[config.mk]
export PLATFORM = sky130hd
export DESIGN_NAME = pe_top
export DESIGN_NICKNAME = d
export VERILOG_FILES = /design/src/rtl/pe_pkg.sv /design/src/rtl/pe_in_fifo.sv /design/src/rtl/pe_top.sv
export SDC_FILE = /design/constraint.sdc
export NUM_CORES = 1
export LEC_CHECK = 0
export ABC_AREA = 1
export CAP_MARGIN = 20
export CORE_MARGIN = 4
export CORE_UTILIZATION = 54
export DETAILED_ROUTE_END_ITERATION = 8
export PLACE_DENSITY_LB_ADDON = 0.12
export RECOVER_POWER = 25
export SLEW_MARGIN = 20
export SYNTH_ARGS = -nofsm -noshare
export SYNTH_HDL_FRONTEND = slang
export SYNTH_SLANG_ARGS = --single-unit
[constraint.sdc]
create_clock -name clk -period 10.4 [get_ports clk]
set_input_delay 2.08 -clock clk [delete_from_list [all_inputs] [get_ports clk]]
set_output_delay 2.08 -clock clk [all_outputs]
set_load 0.02 [all_outputs]
[src/rtl/pe_pkg.sv]
// Shared definitions for the CGRA processing element: opcodes, FSM states,
// source-select encodings, instruction field positions and token bit layout.
package pe_pkg;

    typedef enum logic [3:0] {
        OP_ADD    = 4'd0,
        OP_SUB    = 4'd1,
        OP_MUL    = 4'd2,
        OP_AND    = 4'd3,
        OP_OR     = 4'd4,
        OP_XOR    = 4'd5,
        OP_SHL    = 4'd6,
        OP_SRL    = 4'd7,
        OP_SRA    = 4'd8,
        OP_PASS   = 4'd9,
        OP_MIN    = 4'd10,
        OP_MAX    = 4'd11,
        OP_EQ     = 4'd12,
        OP_LT     = 4'd13,
        OP_PASS14 = 4'd14,
        OP_PASS15 = 4'd15
    } op_e;

    typedef enum logic [1:0] {
        ST_WAIT_INSTR = 2'd0,
        ST_WAIT_CONST = 2'd1,
        ST_RUN        = 2'd2
    } state_e;

    // Source selects; codes 0 and 4..7 all mean the constant register.
    localparam logic [2:0] SRC_CONST = 3'd0;
    localparam logic [2:0] SRC_IN0   = 3'd1;
    localparam logic [2:0] SRC_IN1   = 3'd2;
    localparam logic [2:0] SRC_IN2   = 3'd3;

    localparam int INSTR_SRCA_LSB  = 22;
    localparam int INSTR_USEB      = 21;
    localparam int INSTR_SHAMT_LSB = 16;
    localparam int INSTR_SRCB_LSB  = 13;
    localparam int INSTR_OP_LSB    = 9;

    localparam int TOK_VALID   = 35;
    localparam int TOK_LAST    = 34;
    localparam int TOK_TAG_LSB = 32;
    localparam int CFG_VALID   = 32;

    typedef struct packed {
        logic [2:0] src_a;
        logic       use_b;
        logic [4:0] shamt;
        logic [2:0] src_b;
        op_e        op;
    } instr_t;

    // One-hot mask of the inport FIFO a source select reads (zero for constant).
    function automatic logic [2:0] src_mask(input logic [2:0] src);
        logic [2:0] m;
        case (src)
            SRC_IN0: m = 3'b001;
            SRC_IN1: m = 3'b010;
            SRC_IN2: m = 3'b100;
            default: m = 3'b000;
        endcase
        return m;
    endfunction

    // Operand value for a source select given the constant and FIFO heads.
    function automatic logic [31:0] sel_operand(input logic [2:0] src, input logic [31:0] k,
                                                input logic [31:0] d0, input logic [31:0] d1,
                                                input logic [31:0] d2);
        logic [31:0] v;
        case (src)
            SRC_IN0: v = d0;
            SRC_IN1: v = d1;
            SRC_IN2: v = d2;
            default: v = k;
        endcase
        return v;
    endfunction

endpackage

[src/rtl/pe_in_fifo.sv]
// Two-entry input FIFO for one neighbour link. Stores {last, data}; the tag
// is dropped. Ready to the producer is registered so PE rings have no
// combinational path through the link.
module pe_in_fifo
    import pe_pkg::*;
(
    input  logic        clk,
    input  logic        rst_n,
    input  logic [35:0] in_tok,
    input  logic        pop,
    output logic        ready,
    output logic        nonempty,
    output logic [32:0] head
);

    logic [32:0] mem_q [2];
    logic [32:0] mem_d [2];
    logic        wr_ptr_q, wr_ptr_d;
    logic        rd_ptr_q, rd_ptr_d;
    logic [1:0]  count_q, count_d;
    logic        ready_q, ready_d;
    logic        push_s, pop_s;
    logic        unused_s;

    assign unused_s = ^in_tok[TOK_TAG_LSB +: 2];

    // Next-state for storage, pointers, occupancy and registered ready.
    always_comb begin
        push_s   = in_tok[TOK_VALID] && ready_q;
        pop_s    = pop && (count_q != 2'd0);
        mem_d    = mem_q;
        wr_ptr_d = wr_ptr_q;
        rd_ptr_d = rd_ptr_q;
        count_d  = count_q;
        if (push_s) begin
            mem_d[wr_ptr_q] = {in_tok[TOK_LAST], in_tok[31:0]};
            wr_ptr_d        = ~wr_ptr_q;
        end else begin
            wr_ptr_d = wr_ptr_q;
        end
        if (pop_s) begin
            rd_ptr_d = ~rd_ptr_q;
        end else begin
            rd_ptr_d = rd_ptr_q;
        end
        if (push_s && !pop_s) begin
            count_d = count_q + 2'd1;
        end else if (pop_s && !push_s) begin
            count_d = count_q - 2'd1;
        end else begin
            count_d = count_q;
        end
        ready_d = (count_d != 2'd2);
    end

    // State registers; reset empties the FIFO and opens the link.
    always_ff @(posedge clk or negedge rst_n) begin
        if (!rst_n) begin
            mem_q[0] <= 33'd0;
            mem_q[1] <= 33'd0;
            wr_ptr_q <= 1'b0;
            rd_ptr_q <= 1'b0;
            count_q  <= 2'd0;
            ready_q  <= 1'b1;
        end else begin
            mem_q    <= mem_d;
            wr_ptr_q <= wr_ptr_d;
            rd_ptr_q <= rd_ptr_d;
            count_q  <= count_d;
            ready_q  <= ready_d;
        end
    end

    assign ready    = ready_q;
    assign nonempty = (count_q != 2'd0);
    assign head     = mem_q[rd_ptr_q];

endmodule

[src/rtl/pe_top.sv]
// CGRA processing element: config capture FSM, three buffered inports, one
// ALU firing per cycle, registered output token.
// Optional macro PE_MUL_EN builds the 32x32 multiplier for opcode 2;
// without it opcode 2 yields 0.
module pe_top
    import pe_pkg::*;
(
    input  logic        clk,
    input  logic        reset,
    input  logic [35:0] PE_Inport0,
    input  logic [35:0] PE_Inport1,
    input  logic [35:0] PE_Inport2,
    input  logic [3:0]  PE_Bus_Port0,
    input  logic        Post_PE_Bp0,
    input  logic        Post_PE_Bp1,
    input  logic        Post_PE_Bp2,
    input  logic        Post_PE_Bp3,
    input  logic        Post_PE_Bp4,
    input  logic        Post_PE_Bp5,
    input  logic        Post_PE_Bp6,
    input  logic        Post_PE_Bp7,
    input  logic [32:0] PE_Configure_Inport,
    output logic [35:0] PE_Outport0,
    output logic        Pre_PE_Bp0,
    output logic        Pre_PE_Bp1,
    output logic        Pre_PE_Bp2
);

    logic [35:0] in_tok_s [3];
    logic [32:0] head_s [3];
    logic [2:0]  ready_s, nonempty_s, pop_s, need_s;
    logic        post_all_s, fire_s, cfg_take_s, last_s, unused_s;
    logic [31:0] op_a_s, op_b_s, alu_s, cfg_word_s;

    state_e      state_q, state_d;
    instr_t      instr_q, instr_d;
    logic [31:0] const_q, const_d;
    logic [31:0] cfg_last_q, cfg_last_d;
    logic        cfg_seen_q, cfg_seen_d;
    logic [35:0] out_q, out_d;

    assign in_tok_s[0] = PE_Inport0;
    assign in_tok_s[1] = PE_Inport1;
    assign in_tok_s[2] = PE_Inport2;
    assign unused_s    = ^PE_Bus_Port0[3:1];

    genvar gi;
    generate
        for (gi = 0; gi < 3; gi++) begin : g_fifo
            pe_in_fifo u_fifo (
                .clk      (clk),
                .rst_n    (reset),
                .in_tok   (in_tok_s[gi]),
                .pop      (pop_s[gi]),
                .ready    (ready_s[gi]),
                .nonempty (nonempty_s[gi]),
                .head     (head_s[gi])
            );
        end
    endgenerate

    // Operand routing, fire decision and FIFO pops.
    always_comb begin
        post_all_s = &{Post_PE_Bp7, Post_PE_Bp6, Post_PE_Bp5, Post_PE_Bp4,
                       Post_PE_Bp3, Post_PE_Bp2, Post_PE_Bp1, Post_PE_Bp0};
        // OR of the masks makes srcA==srcB pop that FIFO only once.
        need_s = src_mask(instr_q.src_a) | (instr_q.use_b ? src_mask(instr_q.src_b) : 3'b000);
        fire_s = (state_q == ST_RUN) && !PE_Bus_Port0[0] && ((need_s & ~nonempty_s) == 3'b000)
                 && (!out_q[TOK_VALID] || post_all_s);
        pop_s  = fire_s ? need_s : 3'b000;
        op_a_s = sel_operand(instr_q.src_a, const_q, head_s[0][31:0], head_s[1][31:0], head_s[2][31:0]);
        if (instr_q.use_b) begin
            op_b_s = sel_operand(instr_q.src_b, const_q, head_s[0][31:0], head_s[1][31:0], head_s[2][31:0]);
        end else begin
            op_b_s = const_q;
        end
        last_s = |(need_s & {head_s[2][32], head_s[1][32], head_s[0][32]});
    end

    // ALU: one 32-bit result per firing, wrapping arithmetic.
    always_comb begin
        alu_s = 32'd0;
        case (instr_q.op)
            OP_ADD:  alu_s = op_a_s + op_b_s;
            OP_SUB:  alu_s = op_a_s - op_b_s;
`ifdef PE_MUL_EN
            OP_MUL:  alu_s = op_a_s * op_b_s;
`else
            OP_MUL:  alu_s = 32'd0;
`endif
            OP_AND:  alu_s = op_a_s & op_b_s;
            OP_OR:   alu_s = op_a_s | op_b_s;
            OP_XOR:  alu_s = op_a_s ^ op_b_s;
            OP_SHL:  alu_s = op_a_s << instr_q.shamt;
            OP_SRL:  alu_s = op_a_s >> instr_q.shamt;
            OP_SRA:  alu_s = $unsigned($signed(op_a_s) >>> instr_q.shamt);
            OP_MIN:  alu_s = ($signed(op_a_s) < $signed(op_b_s)) ? op_a_s : op_b_s;
            OP_MAX:  alu_s = ($signed(op_a_s) > $signed(op_b_s)) ? op_a_s : op_b_s;
            OP_EQ:   alu_s = {31'd0, (op_a_s == op_b_s)};
            OP_LT:   alu_s = {31'd0, ($signed(op_a_s) < $signed(op_b_s))};
            default: alu_s = op_a_s;
        endcase
    end

    // Config capture FSM next-state and output token next-state.
    always_comb begin
        cfg_word_s = PE_Configure_Inport[31:0];
        cfg_take_s = PE_Configure_Inport[CFG_VALID] && (!cfg_seen_q || (cfg_word_s != cfg_last_q));
        state_d    = state_q;
        instr_d    = instr_q;
        const_d    = const_q;
        cfg_last_d = cfg_last_q;
        cfg_seen_d = cfg_seen_q;
        if (cfg_take_s) begin
            cfg_seen_d = 1'b1;
            cfg_last_d = cfg_word_s;
            case (state_q)
                ST_WAIT_INSTR: begin
                    instr_d.src_a = cfg_word_s[INSTR_SRCA_LSB +: 3];
                    instr_d.use_b = cfg_word_s[INSTR_USEB];
                    instr_d.shamt = cfg_word_s[INSTR_SHAMT_LSB +: 5];
                    instr_d.src_b = cfg_word_s[INSTR_SRCB_LSB +: 3];
                    instr_d.op    = op_e'(cfg_word_s[INSTR_OP_LSB +: 4]);
                    state_d       = ST_WAIT_CONST;
                end
                ST_WAIT_CONST: begin
                    const_d = cfg_word_s;
                    state_d = ST_RUN;
                end
                default: begin
                    const_d = cfg_word_s;
                    state_d = ST_RUN;
                end
            endcase
        end else begin
            state_d = state_q;
        end
        if (fire_s) begin
            out_d = {1'b1, last_s, 2'b00, alu_s};
        end else if (out_q[TOK_VALID] && post_all_s) begin
            out_d = 36'd0;
        end else begin
            out_d = out_q;
        end
    end

    // All PE state; reset drops configuration and any in-flight result.
    always_ff @(posedge clk or negedge reset) begin
        if (!reset) begin
            state_q    <= ST_WAIT_INSTR;
            instr_q    <= '0;
            const_q    <= 32'd0;
            cfg_last_q <= 32'd0;
            cfg_seen_q <= 1'b0;
            out_q      <= 36'd0;
        end else begin
            state_q    <= state_d;
            instr_q    <= instr_d;
            const_q    <= const_d;
            cfg_last_q <= cfg_last_d;
            cfg_seen_q <= cfg_seen_d;
            out_q      <= out_d;
        end
    end

    assign PE_Outport0 = out_q;
    assign Pre_PE_Bp0  = ready_s[0];
    assign Pre_PE_Bp1  = ready_s[1];
    assign Pre_PE_Bp2  = ready_s[2];

endmodule

==> job_summary.md, run 1 <==
## Synthesis and layout report

| Metric | Value |
|---|---|
| Routed len/inst | `roughly 21 um` |
| Fillers | `approximately 4,900` |
| Clock-pin slew on the worst setup and hold paths | `0.06 ns` |
| Combinational power | `between 1000 and 1500 uW` |
| Fin. Hold Viols | `0` |
| Post-synth ARST share | `1.00` |
| Failing checks | `max-capacitance violations, max-slew violations` |
| Tot Pwr | `a little over 4000 uW` |
| Final max-slew violation count | `about 380` |
| Area Overhead vs Synth | `12.4%` |
| Max FFs per register | `about 200` |
| Final hold slack | `about 0.46 ns` |
| # Max-Cap Violations | `6` |
| Achievable clock frequency | `147 MHz` |
| Inverters | `~470` |
| Worst reg2reg endpoint | `PE_Outport0[3]` |
| # setup viols final | `0` |
| Largest vdd supply drop | `0.000155 V` |
| Combinational fraction of design power | `0.314` |
| YS warnings | `0` |
| Final Cell Area | `a little over 0.03 mm2` |
| Share of the synthesized area in the top cell type | `0.304` |
| Clock share of power | `0.336` |
| WS Path Type | `flop to flop` |
| Status | `complete, but fails checks` |
| Mean Syn Cell Area | `around 6.2 um2` |
| Non-clock buffer share | `0.0713` |
| First-pass GRT wire length | `~160,000 um` |
| Critical path launch point type | `flop` |
| Adder-cell share of the synthesized area | `0.0475` |
| Synth Seq Share | `0.307` |
| Core footprint | `around 0.05 mm2` |
| Post-Synthesis Cells | `4,340` |
-- run 1: layer usage --
metal,vias up,share of wire
met4,0,0.093
li1,14110,-
met3,435,0.12
met2,1865,0.42
met1,13756,0.38
met5,-,0
-- run 1: synthesized netlist by cell type, types with 37 or more instances --
library cell  instances
nand2_1            1536
inv_1               456
nand3_1             454
o21ai_0             440
dfrtp_1             327
nor2_1              258
a21oi_1             174
clkbuf_1            133
ha_1                 99
buf_2                42
nand4_1              37
o21ai_1              37
-- run 1: worst max path at each step --
stage	start	cells after the start	to
after floorplan	instr_q[6]	24	PE_Outport0[14]
after global placement	instr_q[6]	24	PE_Outport0[9]
after detailed placement	instr_q[6]	24	PE_Outport0[9]
after CTS	instr_q[6]	24	PE_Outport0[9]
after global routing	instr_q[6]	24	PE_Outport0[9]
final	instr_q[6]	24	PE_Outport0[3]
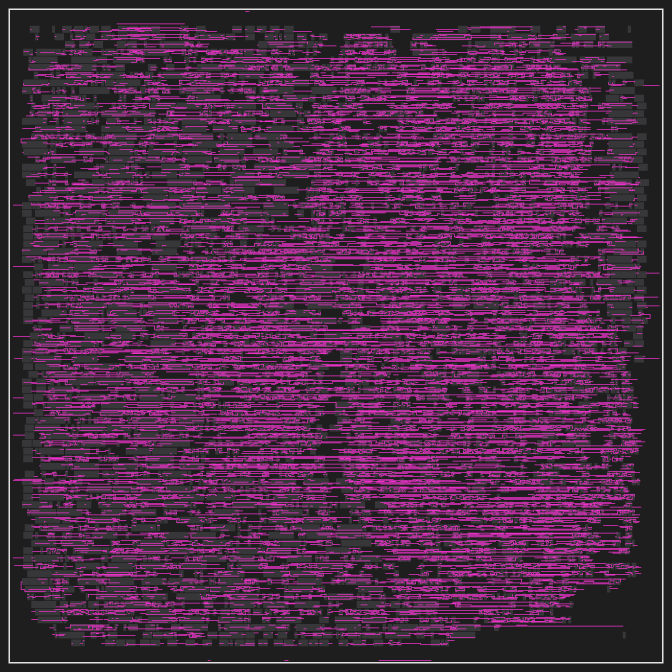
*M1 wires, run 1*
The layer holds 38% of the routed length. 4,298 nets have wire on it. The layer carries 40.7 mm of wire. The wires run mostly horizontal.
final WL: 108,000 um
GR Util met1: 0.510
DR vias: 30,166

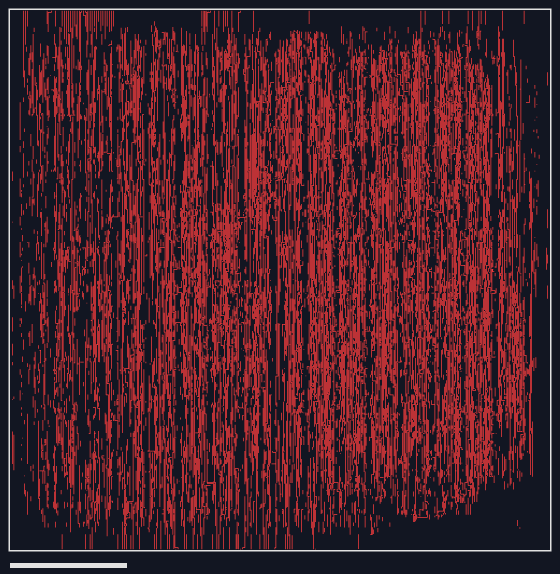
*Signal wires on met2, run 1*
Bar = 50 um.
The layer holds 42% of the routed length. 3,522 nets have wire on it. The layer carries 45.0 mm of wire. The wires run mostly vertical. The longest straight run is 120 um.

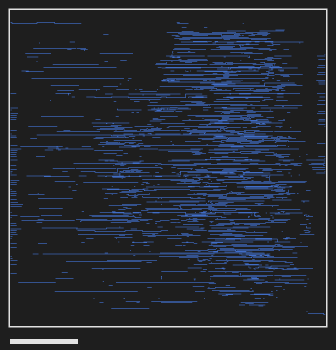
*Signal wires on met3, run 1*
Bar = 50 um.
The layer holds 12% of the routed length. The wires run mostly horizontal. The layer carries 12,500 um of wire.
M3 GR Usage: 0.0885

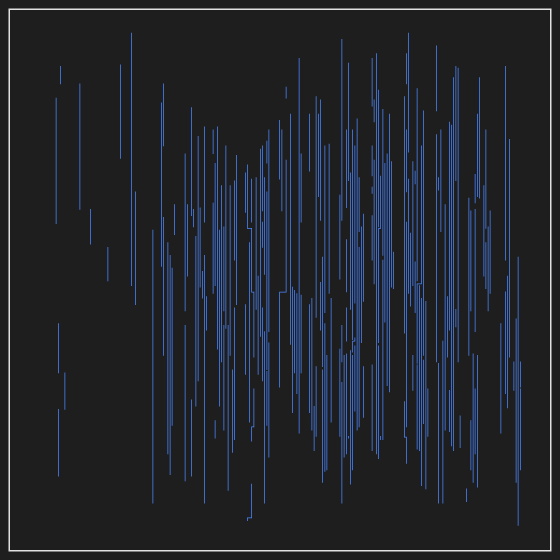
*Signal wires on met4, run 1*
The longest straight run is 171 um. The layer carries 10,100 um of wire.

==> run 2: changes to the inputs <==
==> constraint.sdc (replaced) <==
create_clock -name clk -period 6.8 [get_ports clk]
set_input_delay 1.36 -clock clk [delete_from_list [all_inputs] [get_ports clk]]
set_output_delay 1.36 -clock clk [all_outputs]
set_load 0.02 [all_outputs]
==> job_summary.md, run 2 <==
## Synthesis and layout report

| Metric | Value |
|---|---|
| Status | `complete, but fails checks` |
| Failing checks | `max-capacitance violations, max-slew violations` |
| Mean Syn Cell Area | `6.20 um2` |
| Finished Core Util | `0.628` |
| M3 GR Usage | `0.0779` |
| Final WL | `approximately 110,000 um` |
| CP endpoint | `PE_Outport0[8]` |
| # Max-Cap Violations | `1` |
| Clock-pin slew on the worst setup and hold paths | `~0.06 ns` |
| Final hold slack | `around 0.45 ns` |
| Share of the synthesized area in the top cell type | `0.304` |
| Fillers | `4,882` |
| DR vias | `~30,000` |
| Worst reg2reg endpoint | `PE_Outport0[8]` |
| Routed len/inst | `22.0 um` |
| Max FFs per register | `between 150 and 200` |
| Area Overhead vs Synth | `14.6%` |
| Largest vdd supply drop | `0.000195 V` |
| Achievable clock frequency | `about 180 MHz` |
| Fin. Hold Viols | `0` |
| Tot Pwr | `6340 uW` |
| Post-Synthesis Cells | `4,340` |
| Crit path depth | `26` |
| Final max-slew violation count | `80` |
| First-pass GRT wire length | `roughly 170,000 um` |
| GR Util met1 | `0.533` |
| Core footprint | `0.0491 mm2` |
| Synth Seq Share | `0.307` |
| Critical path launch point type | `flop` |
| Top sig layer | `met4` |
| # setup viols final | `0` |
| WS Path Type | `flop to flop` |
| Synth top cell by count | `nand2_1` |
| Met1 WL | `43,500 um` |
| WL met2 | `47,500 um` |
| Clock share of power | `0.334` |
| YS warnings | `0` |
-- run 2: final cells by class --
type                            instances  share of cell area
Inverter                              472              0.0575
Tap cell                              664              0.0270
Clock inverter                         13             0.00653
Sequential cell                       330               0.268
Clock buffer                           53              0.0349
Multi-Input combinational cell       3313               0.517
Timing Repair Buffer                  303              0.0891
-- run 2: kinds of logic (layout without fill, tap and decap cells) --
logic type	after synthesis	in the layout	synth area share
flip-flops	330	330	0.307
other	1	2	0.000139
adder cells (fa/ha/maj)	101	101	0.0475
AND-OR/OR-AND	805	805	0.167
buffers and inverters	698	841	0.103
AND/OR/NAND/NOR	2382	2382	0.368
XOR/XNOR	23	23	0.00749
-- run 2: worst min-delay path: cells and delay by family (launching register included) --
kind | cells | cell delay [ns]
buf+inv | 1 | 0.05
flops | 1 | 0.32
simple gates | 1 | 0.05
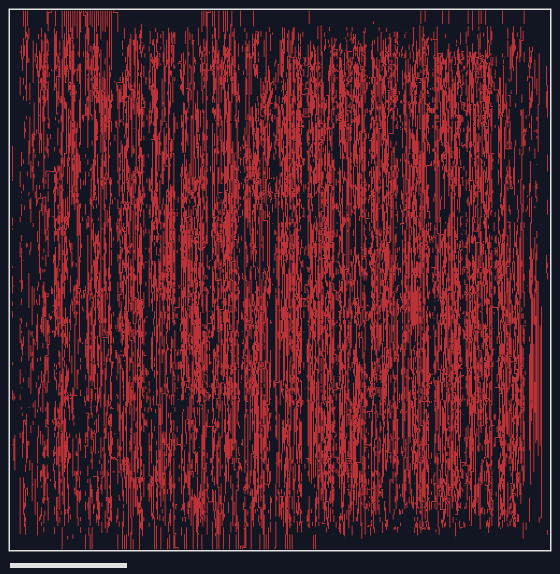
*Signal wires on met2, run 2*
Bar = 50 um.
The layer holds 42% of the routed length. The longest straight run is 127 um. 3,614 nets have wire on it.

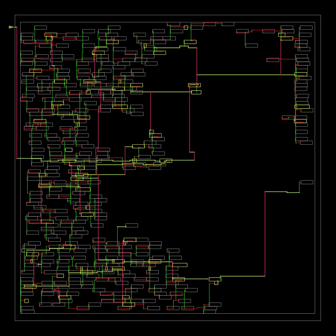
*Clock wiring as the flow saved it, run 2*
CTS Buf Count: 38
clock group total power: 2110 uW
clkbuf count: 53

Power figures rest on the tool's default switching activity, not on a simulated workload.
